Supply network:
Scale: 3 px per um. Pins as bars on the die edge. Tap cells in grey.
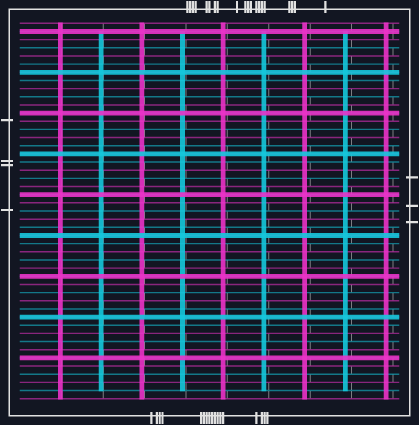
Sequential cells coloured by netlist name:
Scale: 4 px per um. Other sequential cells in the stronger grey, the rest of the logic in the fainter grey.
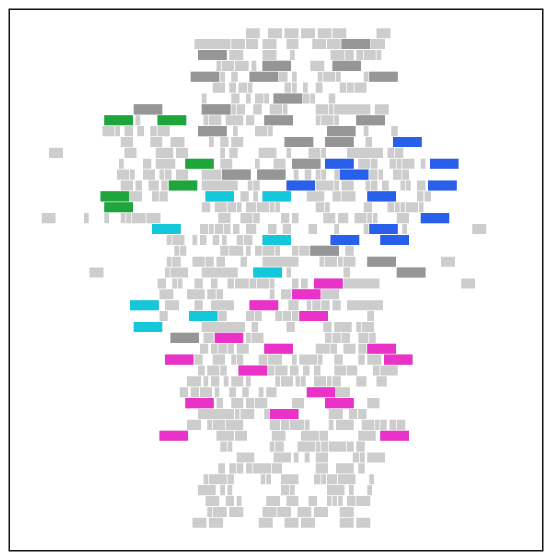
Local utilization:
Scale: 3 px per um. 13 x 14 tiles, from white (low) to dark blue (high), 0 to 100% covered.
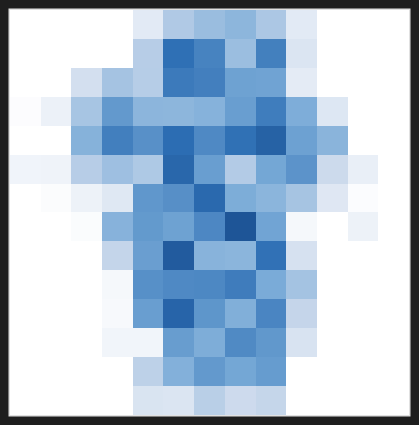
--- src/rtl/fft_pkg.sv ---
// Shared definitions for the FFT frame scheduler: default frame size, FSM encoding, counter widths.
package fft_pkg;

  localparam int FFT_POINTS_DEF = 256;

  typedef enum logic [1:0] {
    ST_RST_HOLD = 2'd0,
    ST_IDLE     = 2'd1,
    ST_FILL     = 2'd2,
    ST_GAP      = 2'd3
  } state_t;

  function automatic int cnt_width(input int n);
    return (n <= 2) ? 1 : $clog2(n);
  endfunction

  localparam int CNT_W = cnt_width(FFT_POINTS_DEF);

endpackage

--- src/rtl/fft_rst_timer.sv ---
// Holds the FFT core in reset for RST_CYCLES clocks after sys_rst releases.
// o_expire marks the final hold cycle; o_rst_n rises on the edge that ends it.
module fft_rst_timer #(
  parameter int RST_CYCLES = 32
) (
  input  logic i_clk,
  input  logic i_rst,
  output logic o_expire,
  output logic o_rst_n
);

  localparam int W = $clog2(RST_CYCLES + 1);

  logic [W-1:0] r_cnt;
  logic         r_rst_n;

  assign o_expire = !r_rst_n && !i_rst && (r_cnt == W'(RST_CYCLES - 1));
  assign o_rst_n  = r_rst_n;

  always_ff @(posedge i_clk) begin
    if (i_rst) begin
      r_cnt   <= '0;
      r_rst_n <= 1'b0;
    end else if (!r_rst_n) begin
      if (o_expire) begin
        r_rst_n <= 1'b1;
      end else begin
        r_cnt <= r_cnt + W'(1);
      end
    end
  end

endmodule

--- src/rtl/fft_frame_scheduler.sv ---
// Pulls FFT_POINTS samples per frame from the audio FIFO into the FFT sink, gapping frames by i_frame_gap.
// Counts completed frames and raises a sticky underrun when a frame starves for STALL_MAX cycles.
module fft_frame_scheduler
  import fft_pkg::*;
#(
  parameter int FFT_POINTS = FFT_POINTS_DEF,
  parameter int RST_CYCLES = 32,
  parameter int GAP_W      = 16,
  parameter int STALL_MAX  = 1024
) (
  input  logic             i_sys_clk,
  input  logic             i_sys_rst,
  input  logic             i_frame_en,
  input  logic [GAP_W-1:0] i_frame_gap,
  input  logic             i_fifo_rd_empty,
  output logic             o_fifo_rdreq,
  input  logic             i_fft_ready,
  output logic             o_fft_rst_n,
  output logic             o_fft_sop,
  output logic             o_fft_eop,
  output logic             o_fft_valid,
  output logic             o_busy,
  output logic [15:0]      o_frame_cnt,
  output logic             o_underrun
);

  localparam int                 SC_W      = cnt_width(FFT_POINTS);
  localparam int                 STALL_W   = $clog2(STALL_MAX + 1);
  localparam logic [SC_W-1:0]    LAST_IDX  = SC_W'(FFT_POINTS - 1);
  localparam logic [STALL_W-1:0] STALL_LIM = STALL_W'(STALL_MAX);

  state_t             r_state;
  logic [SC_W-1:0]    r_sample_cnt;
  logic [GAP_W-1:0]   r_gap_cnt;
  logic [STALL_W-1:0] r_stall_cnt;
  logic               r_valid;
  logic               r_sop;
  logic               r_eop;
  logic               r_underrun;
  logic [15:0]        r_frame_cnt;

  logic w_fft_rst_n;
  logic w_rst_expire;
  logic w_rdreq;
  logic w_first;
  logic w_last;
  logic w_gap_done;
  logic w_stalled;

  fft_rst_timer #(
    .RST_CYCLES(RST_CYCLES)
  ) u_rst_timer (
    .i_clk    (i_sys_clk),
    .i_rst    (i_sys_rst),
    .o_expire (w_rst_expire),
    .o_rst_n  (w_fft_rst_n)
  );

  // Read request is combinational so a falling sink_ready stops reads in the same cycle.
  assign w_rdreq = (r_state == ST_FILL) && w_fft_rst_n && !i_sys_rst
                   && i_fft_ready && !i_fifo_rd_empty;
  assign w_first = w_rdreq && (r_sample_cnt == '0);
  assign w_last  = w_rdreq && (r_sample_cnt == LAST_IDX);

  // Widened compare tolerates frame_gap being lowered while a gap is already running.
  assign w_gap_done = ({1'b0, r_gap_cnt} + {{GAP_W{1'b0}}, 1'b1}) >= {1'b0, i_frame_gap};
  assign w_stalled  = (r_state == ST_FILL) && i_fifo_rd_empty;

  always_ff @(posedge i_sys_clk) begin
    if (i_sys_rst) begin
      r_state      <= ST_RST_HOLD;
      r_sample_cnt <= '0;
      r_gap_cnt    <= '0;
    end else begin
      case (r_state)
        ST_RST_HOLD: begin
          if (w_rst_expire) r_state <= ST_IDLE;
        end
        ST_IDLE: begin
          if (i_frame_en) begin
            r_state      <= ST_FILL;
            r_sample_cnt <= '0;
          end
        end
        ST_FILL: begin
          if (w_last) begin
            r_sample_cnt <= '0;
            r_gap_cnt    <= '0;
            if (i_frame_gap != '0) r_state <= ST_GAP;
            else if (i_frame_en)   r_state <= ST_FILL;
            else                   r_state <= ST_IDLE;
          end else if (w_rdreq) begin
            r_sample_cnt <= r_sample_cnt + SC_W'(1);
          end
        end
        ST_GAP: begin
          if (w_gap_done) begin
            r_sample_cnt <= '0;
            r_state      <= i_frame_en ? ST_FILL : ST_IDLE;
          end else begin
            r_gap_cnt <= r_gap_cnt + GAP_W'(1);
          end
        end
        default: r_state <= ST_RST_HOLD;
      endcase
    end
  end

  always_ff @(posedge i_sys_clk) begin
    if (i_sys_rst) begin
      r_valid     <= 1'b0;
      r_sop       <= 1'b0;
      r_eop       <= 1'b0;
      r_frame_cnt <= '0;
      r_stall_cnt <= '0;
      r_underrun  <= 1'b0;
    end else begin
      r_valid <= w_rdreq;
      r_sop   <= w_first;
      r_eop   <= w_last;
      if (w_last) r_frame_cnt <= r_frame_cnt + 16'd1;
      // Stall count saturates; the frame keeps waiting for data rather than aborting.
      if (w_rdreq) begin
        r_stall_cnt <= '0;
      end else if (w_stalled) begin
        if (r_stall_cnt != STALL_LIM) r_stall_cnt <= r_stall_cnt + STALL_W'(1);
        if (r_stall_cnt == STALL_LIM - STALL_W'(1)) r_underrun <= 1'b1;
      end
    end
  end

  assign o_fifo_rdreq = w_rdreq;
  assign o_fft_rst_n  = w_fft_rst_n;
  assign o_fft_valid  = r_valid;
  assign o_fft_sop    = r_sop;
  assign o_fft_eop    = r_eop;
  assign o_busy       = (r_state == ST_FILL) || (r_state == ST_GAP);
  assign o_frame_cnt  = r_frame_cnt;
  assign o_underrun   = r_underrun;

endmodule

--- config.mk ---
export PLATFORM = sky130hd
export DESIGN_NAME = fft_frame_scheduler
export DESIGN_NICKNAME = d
export VERILOG_FILES = /design/src/rtl/fft_pkg.sv /design/src/rtl/fft_rst_timer.sv /design/src/rtl/fft_frame_scheduler.sv
export SDC_FILE = /design/constraint.sdc
export NUM_CORES = 1
export LEC_CHECK = 0
export CORE_AREA = 3 3 130 132
export DETAILED_ROUTE_END_ITERATION = 16
export DIE_AREA = 0 0 133 135
export RECOVER_POWER = 25
export SLEW_MARGIN = 40
export SYNTH_ARGS = -nofsm -noshare
export SYNTH_HDL_FRONTEND = slang
export SYNTH_HIERARCHICAL = 1
export SYNTH_SLANG_ARGS = --single-unit
--- constraint.sdc ---
create_clock -name i_sys_clk -period 7.2 [get_ports i_sys_clk]
set_input_delay 2.16 -clock i_sys_clk [delete_from_list [all_inputs] [get_ports i_sys_clk]]
set_output_delay 2.16 -clock i_sys_clk [all_outputs]
set_load 0.005 [all_outputs]
==> out/metrics.csv <==
metric,value,unit
fin_crit,6260,ps
slew_violations,76,
pwr-share-comb,0.061,
cts_setup_buffers,0,
p_sw_frac,0.226,
synthMuxAreaShare,0.0256,
p_clk_frac,0.509,
drt-total-wl,9.01,mm
crit_chain,dlygate4sd3_1 > nor4bb_1 > nand2_1 > inv_1 > clkdlybuf4s50_1,
grt_pass1_vias,3095,
cpPeakStageDelay,610,ps
sh_comb_area,0.497,
cts_sinks,64,
warnings,28,
io_pins,44,
synthAdderAreaFrac,0.0736,
diodes,0,
hold_path_depth,2,
synthToLayoutAreaGrowth,22.9,%
drive_above_1_share,0.0576,
max_freq,0.160,GHz
topRoutingLayerUsed,met4,
min-delay-start,o_underrun$_SDFFE_PP0P_,
num_vias,3417,
crit_family,buffers and inverters,
path_class,in2out,
cp_max_fo,6,
worst-path-buf-inv,3,
place_area,4510,um^2
synth.comb.largest_family,simple AND/OR/NAND/NOR gates,
violations,"capacitance limit, slew limit",
finalCritPeriodShare,0.869,
ys_warn_count,6,
setup_viol,0,
grt_start_max_net_pins,76,
yosysMostFrequentCell,dfxtp_1,
buffers,45,
maxCapViolations,1,
met2WireLength,4.16,mm
fp_util,0.247,
use_met1,0.140,
p_leak,1.80,nW
synth_cell_type_count,57,
yosysTopAreaCell,dfxtp_1,
ff_type,dfxtp_1,
powerComb,0.0527,mW
place_ws,1050,ps
nWellTaps,216,
nets,560,
cp.depth,5,
crit_path_end_kind,output pin,
rsz0062_at_grt,false,
htreeDepth,3,
largest_class,multi-input combinational cells,
root_buffer,clkbuf_16,
antenna_found_initial,0,
powerSeq,0.369,mW
status,"complete, but fails checks",
pwr-share-seq,0.429,
worstMarginPinSlew,2850,ps
common_cells,"dfxtp_1 (64), nor2_1 (45), nand2_1 (39)",
hold_viol_final,0,
seq_share,0.267,
finalInstanceArea,4800,um^2
Notes on 'supply network' above:
Key: magenta = VSS; cyan = VDD
9 straps on met5. The core has 46 rows.
core box area: 15800 um^2
peak supply drop: 101 uV
die width: 133 um
Die Y: 135 um

Notes on 'sequential cells coloured by netlist name' above:
Key: cyan = r_sample_cnt [sequential cells 8]; green = u_rst_timer/r_cnt [sequential cells 6]; blue = r_stall_cnt [sequential cells 11]; magenta = r_gap_cnt [sequential cells 16]

Notes on 'local utilization' above:
3.8% of the tiles are over 75% full. The mean over all tiles is 25%. The densest ninth of the die: centre. 41% of the tiles are nearly empty. The fullest tile reaches 85%. The emptiest ninth of the die: lower left.

Power and IR drop assume default switching activity.
